**config.mk**
```make
export PLATFORM = sky130hd
export DESIGN_NAME = and_unit_arbiter
export DESIGN_NICKNAME = d
export VERILOG_FILES = /design/src/rtl/and_unit_arbiter_pkg.sv /design/src/rtl/and_unit_arbiter_and_word.sv /design/src/rtl/and_unit_arbiter.sv
export SDC_FILE = /design/constraint.sdc
export NUM_CORES = 1
export LEC_CHECK = 0
export ABC_CLOCK_PERIOD_IN_PS = 2900
export CAP_MARGIN = 25
export CORE_MARGIN = 2
export CORE_UTILIZATION = 32
export DETAILED_ROUTE_END_ITERATION = 10
export HOLD_SLACK_MARGIN = 0.02
export PLACE_DENSITY = 0.85
export SYNTH_ARGS = -nofsm -noshare
export SYNTH_HDL_FRONTEND = slang
export SYNTH_SLANG_ARGS = --single-unit
```
**constraint.sdc**
```tcl
create_clock -name clk -period 2.9 [get_ports clk]
set_clock_uncertainty 0.15 [all_clocks]
set_input_delay 0.58 -clock clk [delete_from_list [all_inputs] [get_ports clk]]
set_output_delay 0.58 -clock clk [all_outputs]
set_load 0.02 [all_outputs]
```
**src/rtl/and_unit_arbiter_pkg.sv**
```systemverilog
// Shared constants for the AND-unit arbiter: output-slot state encoding and default sizes.
package and_unit_arbiter_pkg;

    typedef enum logic {
        EMPTY = 1'b0,
        FULL  = 1'b1
    } arb_state_e;

    localparam int DEFAULT_N = 4;
    localparam int DEFAULT_W = 8;

endpackage

```
**src/rtl/and_unit_arbiter_and_word.sv**
```systemverilog
// Shared W-bit bitwise AND datapath; purely combinational.
module and_word #(
    parameter int W = 8
) (
    input  logic [W-1:0] a,
    input  logic [W-1:0] b,
    output logic [W-1:0] y
);

    assign y = a & b;

endmodule

```
**src/rtl/and_unit_arbiter.sv**
```systemverilog
// Round-robin arbiter sharing one AND datapath between N requesters, with a
// single registered output slot (result + requester id) and valid/ready handshakes.
module and_unit_arbiter
    import and_unit_arbiter_pkg::*;
#(
    parameter int N   = DEFAULT_N,
    parameter int W   = DEFAULT_W,
    parameter int IDW = 2
) (
    input  logic             clk,
    input  logic             rst,
    input  logic [N-1:0]     req_valid,
    input  logic [N*W-1:0]   req_a,
    input  logic [N*W-1:0]   req_b,
    output logic [N-1:0]     req_ready,
    output logic             resp_valid,
    input  logic             resp_ready,
    output logic [W-1:0]     resp_data,
    output logic [IDW-1:0]   resp_id
);

    arb_state_e     state_reg, state_next;
    logic [IDW-1:0] rr_ptr_reg, rr_ptr_next;
    logic [W-1:0]   resp_data_reg, resp_data_next;
    logic [IDW-1:0] resp_id_reg, resp_id_next;

    logic [W-1:0]   a_words [N];
    logic [W-1:0]   b_words [N];
    logic [W-1:0]   and_result;

    logic           can_accept;
    logic           grant_found;
    logic           grant;
    logic [IDW-1:0] winner;
    int             idx;

    genvar gi;
    generate
        for (gi = 0; gi < N; gi++) begin : g_unpack
            assign a_words[gi] = req_a[gi*W +: W];
            assign b_words[gi] = req_b[gi*W +: W];
        end
    endgenerate

    and_word #(.W(W)) u_and_word (
        .a (a_words[winner]),
        .b (b_words[winner]),
        .y (and_result)
    );

    // Reset also blocks grants so no requester believes its pair was consumed.
    assign can_accept = !rst && ((state_reg == EMPTY) || resp_ready);
    assign grant      = can_accept && grant_found;

    // Scan starting at rr_ptr, wrapping modulo N; first pending requester wins.
    always_comb begin
        grant_found = 1'b0;
        winner      = '0;
        idx         = 0;
        for (int k = 0; k < N; k++) begin
            idx = int'(rr_ptr_reg) + k;
            if (idx >= N) begin
                idx = idx - N;
            end
            if (!grant_found && req_valid[idx]) begin
                grant_found = 1'b1;
                winner      = IDW'(idx);
            end
        end
    end

    always_comb begin
        req_ready = '0;
        if (grant) begin
            req_ready = N'(1) << winner;
        end
    end

    always_comb begin
        state_next     = state_reg;
        rr_ptr_next    = rr_ptr_reg;
        resp_data_next = resp_data_reg;
        resp_id_next   = resp_id_reg;
        if (grant) begin
            state_next     = FULL;
            resp_data_next = and_result;
            resp_id_next   = winner;
            rr_ptr_next    = (winner == IDW'(N - 1)) ? '0 : winner + IDW'(1);
        end else if (state_reg == FULL && resp_ready) begin
            state_next = EMPTY;
        end
    end

    always_ff @(posedge clk) begin
        if (rst) begin
            state_reg     <= EMPTY;
            rr_ptr_reg    <= '0;
            resp_data_reg <= '0;
            resp_id_reg   <= '0;
        end else begin
            state_reg     <= state_next;
            rr_ptr_reg    <= rr_ptr_next;
            resp_data_reg <= resp_data_next;
            resp_id_reg   <= resp_id_next;
        end
    end

    assign resp_valid = (state_reg == FULL);
    assign resp_data  = resp_data_reg;
    assign resp_id    = resp_id_reg;

endmodule

```
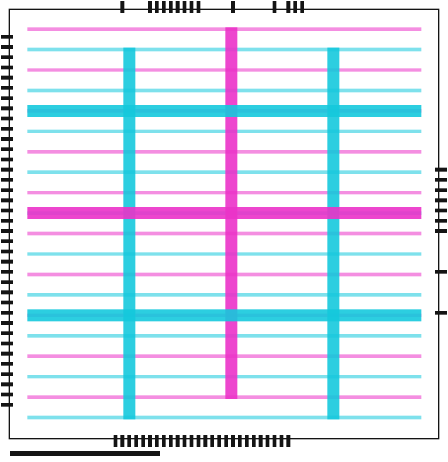
Run 1: PDN straps and rails
The bar under the picture is 20 µm long. Pins as bars on the die edge.
- VDD: magenta
- VSS: cyan
- met5 straps: 3
- met4 straps: 3
- signal pins: 86
- rows: 19
- met1 rails: 20
Die Y-Extent: 56.9 µm
Die Wd: 56.9 µm
Peak supply drop: 0.257 mV
core box area: 2710 µm²

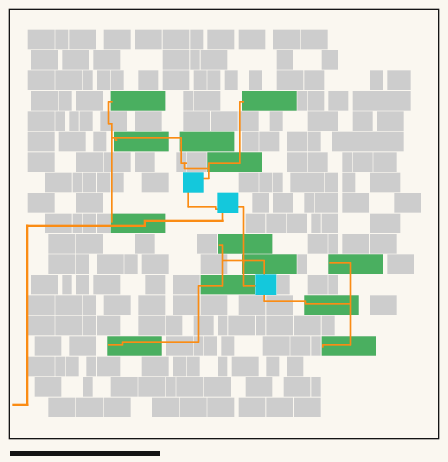
Run 1: clock wires, drivers and flops
The bar under the picture is 20 µm long.
- clock wires: orange (length 197 µm)
- flip-flops: green (count 13)
- clock drivers: cyan (count 3)
- routed clock nets: 4
clk pwr: 0.000111 W
clk latency late pin: 0.27 ns
clock power share: 0.164

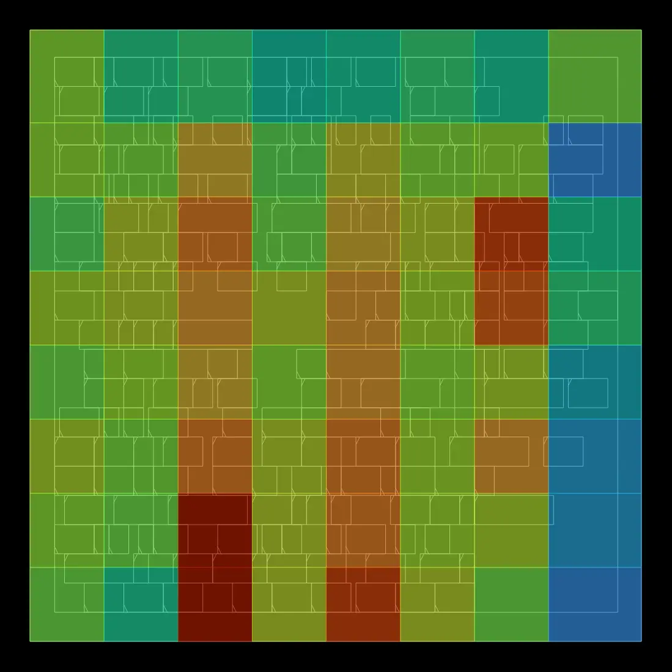
Run 1: congestion heat map
met1 GRT Util: 0.222
Tot GR Track Use: 0.207

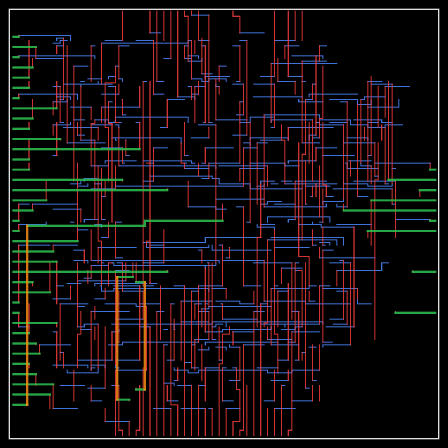
Run 1: routed metal, one colour a layer
- metal 1: blue (wire length 1,140 µm)
- metal 3: green (wire length 253 µm)
- metal 2: red (wire length 1,640 µm)
- metal 4: orange (wire length 54.4 µm)
final WL: 3.08 mm
vias: 1,223

==> GITHUB_STEP_SUMMARY, run 1 <==
## Implementation flow summary

| Metric | Value |
|---|---|
| WS Path Type | `in -> out` |
| Status | `completed` |
| Met2 wire len | `1.64 mm` |
| Hold buffer count at cts | `0` |
| Clock tree buffer count of the final layout | `4` |
| Post-synthesis xor/xnor area fraction | `0` |
| Total CTS buffers | `3` |
| Post-synth EDFFs | `0` |
| I/O pins | `roughly 86` |
| # rows | `19` |
| Area share, top type | `0.290` |
| Grt ovf | `0` |
| Hold Path Class | `reg -> reg` |
| Crit-path slowest cell | `clkdlybuf4s50_1` |
| Wl on met1 | `approximately 1.1 mm` |
| Vias/cell | `approximately 5.1` |
| Slew HR | `0.765` |
| IO Port Bufs | `approximately 85` |
| Area occupied by registers | `around 260 µm²` |
| Routed len/inst | `between 10 and 15 µm` |
| Max Cap Viol | `0` |
| Internal Power | `0.000455 W` |
| Simple share | `0.326` |
| Synth cell types | `32` |
| Logic area | `around 600 µm²` |
| Max reg flops | `8` |
| Top cells excl fill/tap | `clkdlybuf4s50_1 (78), nand2_1 (18), nand3_1 (14)` |
| Top-count cell post-synth | `nand2_1` |
| Tool Warnings | `26` |
| Post-route antenna net violation count | `0` |
| Final tally of hold violations | `0` |
| Worst setup margin | `0.0366 ns` |
| WHS Path Cells | `1` |
| Post-CTS Repair Setup Buffers | `0` |
| Total Power Consumption | `between 0.0006 and 0.0007 W` |
| CP Cell Sequence | `clkdlybuf4s50_1 -> nor4_4 -> or3_1 -> nor3_1 -> clkdlybuf4s15_1` |
| Yosys aoi share | `0.300` |
| Syn Nets | `189` |
| Pwr top | `combinational cells` |
| Top_reg_cell synth | `dfxtp_1` |
| CP endpoint | `req_ready[0]` |
| Max-slew violation count | `0` |
| Layout cells sized above 1 | `0.114` |
| Initial DRC Count | `22` |
| Top cells, area | `dfxtp_1 (29%), a221o_1 (8.9%), nand3_1 (7.8%)` |
| TritonCTS clock tree | `built` |
| Placed instance area | `about 1800 µm²` |
| Vias in the first global route | `approximately 1,300` |
| Most common library cells after synthesis | `nand2_1 (18), nand3_1 (14), dfxtp_1 (13), o21ai_0 (10), a221o_1 (8)` |
| FF-to-FF End | `resp_data[4]` |
| Syn avg cell area | `between 7 and 8 µm²` |
| Inverter count | `2` |
| Post-synthesis sequential area ratio | `0.290` |
| Pwr dens | `364 nW/µm²` |
| Top Metal Used | `met4` |
| CP startpoint kind | `input port` |
| Global placer's final weighted congestion | `~0.68` |
| DP HPWL | `about 2.6 mm` |
| Bufs w/o clock | `between 90 and 100` |
| RSZ-0062 raised after global routing | `false` |
| Post_cts resized | `11` |
| Yosys Chip Area | `between 800 and 900 µm²` |
| FF-to-FF setup slack | `between 0.7 and 0.8 ns` |
| Finished Core Util | `0.685` |
| Met2 Usage GRT | `0.376` |
| Syn-to-layout area delta | `107%` |
| TAP cells | `31` |
| Largest net degree at the start of global routing | `21` |
| Synthesis Warnings | `0` |
| Slowest stage delay, CP | `0.53 ns` |
| Critical Path End Type | `output pin` |
| Mapped Cells | `approximately 120` |
| Comb/total area | `0.324` |
| Ys async rst share | `0` |
| Flops out of synthesis | `13` |
| Detailed Routing Iterations Pass 1 | `4` |
| Synth mux share | `0.0112` |
| Worst path depth | `5` |
| DRC viols | `0` |
| Net Sw Frac | `0.327` |
| Clock sink count | `13` |
| Buffering overhead | `0.497` |
| Met3 Track Usage GR | `0.0658` |
| Finish-stage setup viols | `0` |
| FMAX | `between 300 and 400 MHz` |
| HP Start | `resp_id[1]` |
| Clock tree cell share of total cell area | `0.0142` |
| Buffer and inverter count on the worst path | `2` |
| Post-Syn Area | `897 µm²` |
| Register-to-Register Path Depth | `7` |
| Largest delay share family, worst path | `buffers and inverters` |
| Seq/total area | `0.140` |
| Yosys cell count | `approximately 120` |
| Inst Count DP | `237` |
| Fin Setup TNS | `0 ns` |
| Fin crit period | `2.86 ns` |
| H-tree levels | `1` |
| GRT busiest layer | `met2` |
| Metal3 WL | `252 µm` |
| Nets | `between 200 and 300` |
| Hold-critical path endpoint | `resp_id[1]` |
| Final period util | `0.987` |
Run 1, cell classes on the final placement:
The bar under the picture is 20 µm long.
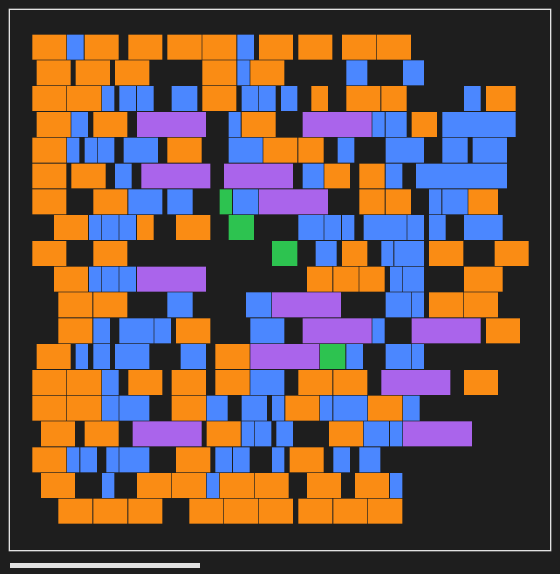

--- run 2 (diff from run 1) ---
Settings changed: PLACE_DENSITY 0.85 to 0.82.
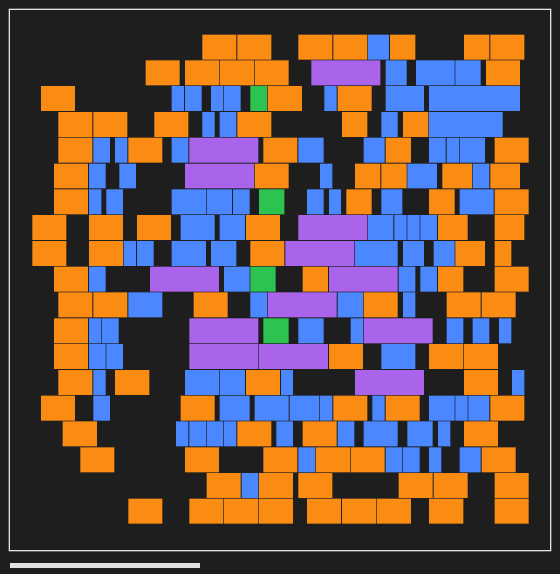
Run 2: cell classes on the final placement
The bar under the picture is 20 µm long.
- clock drivers and dummy loads: green (cells 4; share of their area 1.5%)
- sequential cells: purple (cells 13; share of their area 14%)
- remaining buffers and delay cells: orange (cells 96; share of their area 51%)
- combinational and other logic: blue (cells 97; share of their area 33%)
final instance area: 1860 µm²
Seq/total area: 0.140
# rows: 19

==> GITHUB_STEP_SUMMARY, run 2 <==
## Implementation flow summary

| Metric | Value |
|---|---|
| Peak supply drop | `0.254 mV (-1.0%)` |
| Max Cap Viol | `0 (unchanged)` |
| Wl on met1 | `1.18 mm (+3.9%)` |
| Vias in the first global route | `1,262 (-2.0%)` |
| WS Path Type | `in -> out` |
| Top cells excl fill/tap | `clkdlybuf4s50_1 (78), nand2_1 (18), nand3_1 (14)` |
| Routed len/inst | `13.1 µm (+2.3%)` |
| Post-Syn Area | `897 µm² (unchanged)` |
| Logic area | `602 µm² (unchanged)` |
| Inst Count DP | `236 (-0.42%)` |
| DRC viols | `0 (unchanged)` |
| CP startpoint kind | `input port` |
| HP Start | `resp_id[1]` |
| Yosys aoi share | `0.300 (unchanged)` |
| Top cells, area | `dfxtp_1 (29%), a221o_1 (8.9%), nand3_1 (7.8%)` |
| Metal3 WL | `234 µm (-7.1%)` |
| Vias/cell | `5.02 (-0.98%)` |
| Core box area | `2710 µm² (unchanged)` |
| Clock sink count | `13 (unchanged)` |
| Total Power Consumption | `0.000677 W (about the same)` |
| Most common library cells after synthesis | `nand2_1 (18), nand3_1 (14), dfxtp_1 (13), o21ai_0 (10), a221o_1 (8)` |
| FF-to-FF End | `resp_data[4]` |
| Tot GR Track Use | `0.201 (-0.00573)` |
| CP endpoint | `req_ready[1]` |
| IO Port Bufs | `85 (unchanged)` |
| Detailed Routing Iterations Pass 1 | `4 (unchanged)` |
| Met2 wire len | `1.74 mm (+6.2%)` |
| Post-CTS Repair Setup Buffers | `1 (+1)` |
| Syn-to-layout area delta | `107% (about the same)` |
| Finish-stage setup viols | `0 (unchanged)` |
| Met1 GRT Util | `0.212 (-0.0100)` |
| Clk pwr | `0.000111 W (about the same)` |
| Bufs w/o clock | `96 (unchanged)` |
| Yosys Chip Area | `897 µm² (unchanged)` |
| Flops out of synthesis | `13 (unchanged)` |
| Synth mux share | `0.0112 (unchanged)` |
| Hold buffer count at cts | `0 (unchanged)` |
| Layout cells sized above 1 | `0.110 (-0.00476)` |
| Grt ovf | `0 (unchanged)` |
| Final WL | `3.15 mm (+2.3%)` |
| Crit-path slowest cell | `clkdlybuf4s50_1` |
| FMAX | `353 MHz (+1.1%)` |
| Top-count cell post-synth | `nand2_1` |
| Finished Core Util | `0.686 (about the same)` |
| Final tally of hold violations | `0 (unchanged)` |
| Post-synthesis sequential area ratio | `0.290 (unchanged)` |
| TAP cells | `31 (unchanged)` |
| Critical Path End Type | `output pin` |
| Max reg flops | `8 (unchanged)` |
| Vias | `1,211 (-0.98%)` |
| Fin crit period | `2.83 ns (-0.0315 ns)` |
| Clock tree cell share of total cell area | `0.0148 (+0.000664)` |
| Slowest stage delay, CP | `0.53 ns (about the same)` |
| Fin Setup TNS | `0 ns (unchanged)` |
| Syn avg cell area | `7.67 µm² (unchanged)` |
| RSZ-0062 raised after global routing | `false` |
| Hold-critical path endpoint | `resp_id[1]` |
| Ys async rst share | `0 (unchanged)` |
| Placed instance area | `1820 µm² (-0.41%)` |
| Largest delay share family, worst path | `buffers and inverters` |
| CP Cell Sequence | `clkdlybuf4s50_1 -> nor4_4 -> or3_1 -> nor3_1 -> dlygate4sd2_1` |
| Clk latency late pin | `0.26 ns (about the same)` |
| Clock tree buffer count of the final layout | `3 (-1)` |
| Hold Path Class | `reg -> reg` |
| Max-slew violation count | `0 (unchanged)` |
| Met2 Usage GRT | `0.406 (+0.0296)` |
| TritonCTS clock tree | `built` |
| WHS Path Cells | `1 (unchanged)` |
| DP HPWL | `2.67 mm (+4.2%)` |
| Synthesis Warnings | `0 (unchanged)` |
| Largest net degree at the start of global routing | `17 (-19%)` |
| Buffer and inverter count on the worst path | `2 (unchanged)` |
| Global placer's final weighted congestion | `0.860 (+27%)` |
| Pwr dens | `364 nW/µm² (about the same)` |
| Inverter count | `2 (unchanged)` |
| Initial DRC Count | `39 (+77%)` |
| Die Wd | `56.9 µm (unchanged)` |
| Mapped Cells | `117 (unchanged)` |
| Post-route antenna net violation count | `0 (unchanged)` |
| Net Sw Frac | `0.330 (+0.00322)` |
| Register-to-Register Path Depth | `7 (unchanged)` |
| Slew HR | `0.775 (+0.00953)` |
| Buffering overhead | `0.496 (about the same)` |
| Area occupied by registers | `260 µm² (unchanged)` |
| Post_cts resized | `10 (-1)` |
| Yosys cell count | `117 (unchanged)` |
| Synth cell types | `32 (unchanged)` |
| Status | `completed` |
| Simple share | `0.326 (unchanged)` |
| Die Y-Extent | `56.9 µm (unchanged)` |
Power is estimated from default activity; no workload was simulated.
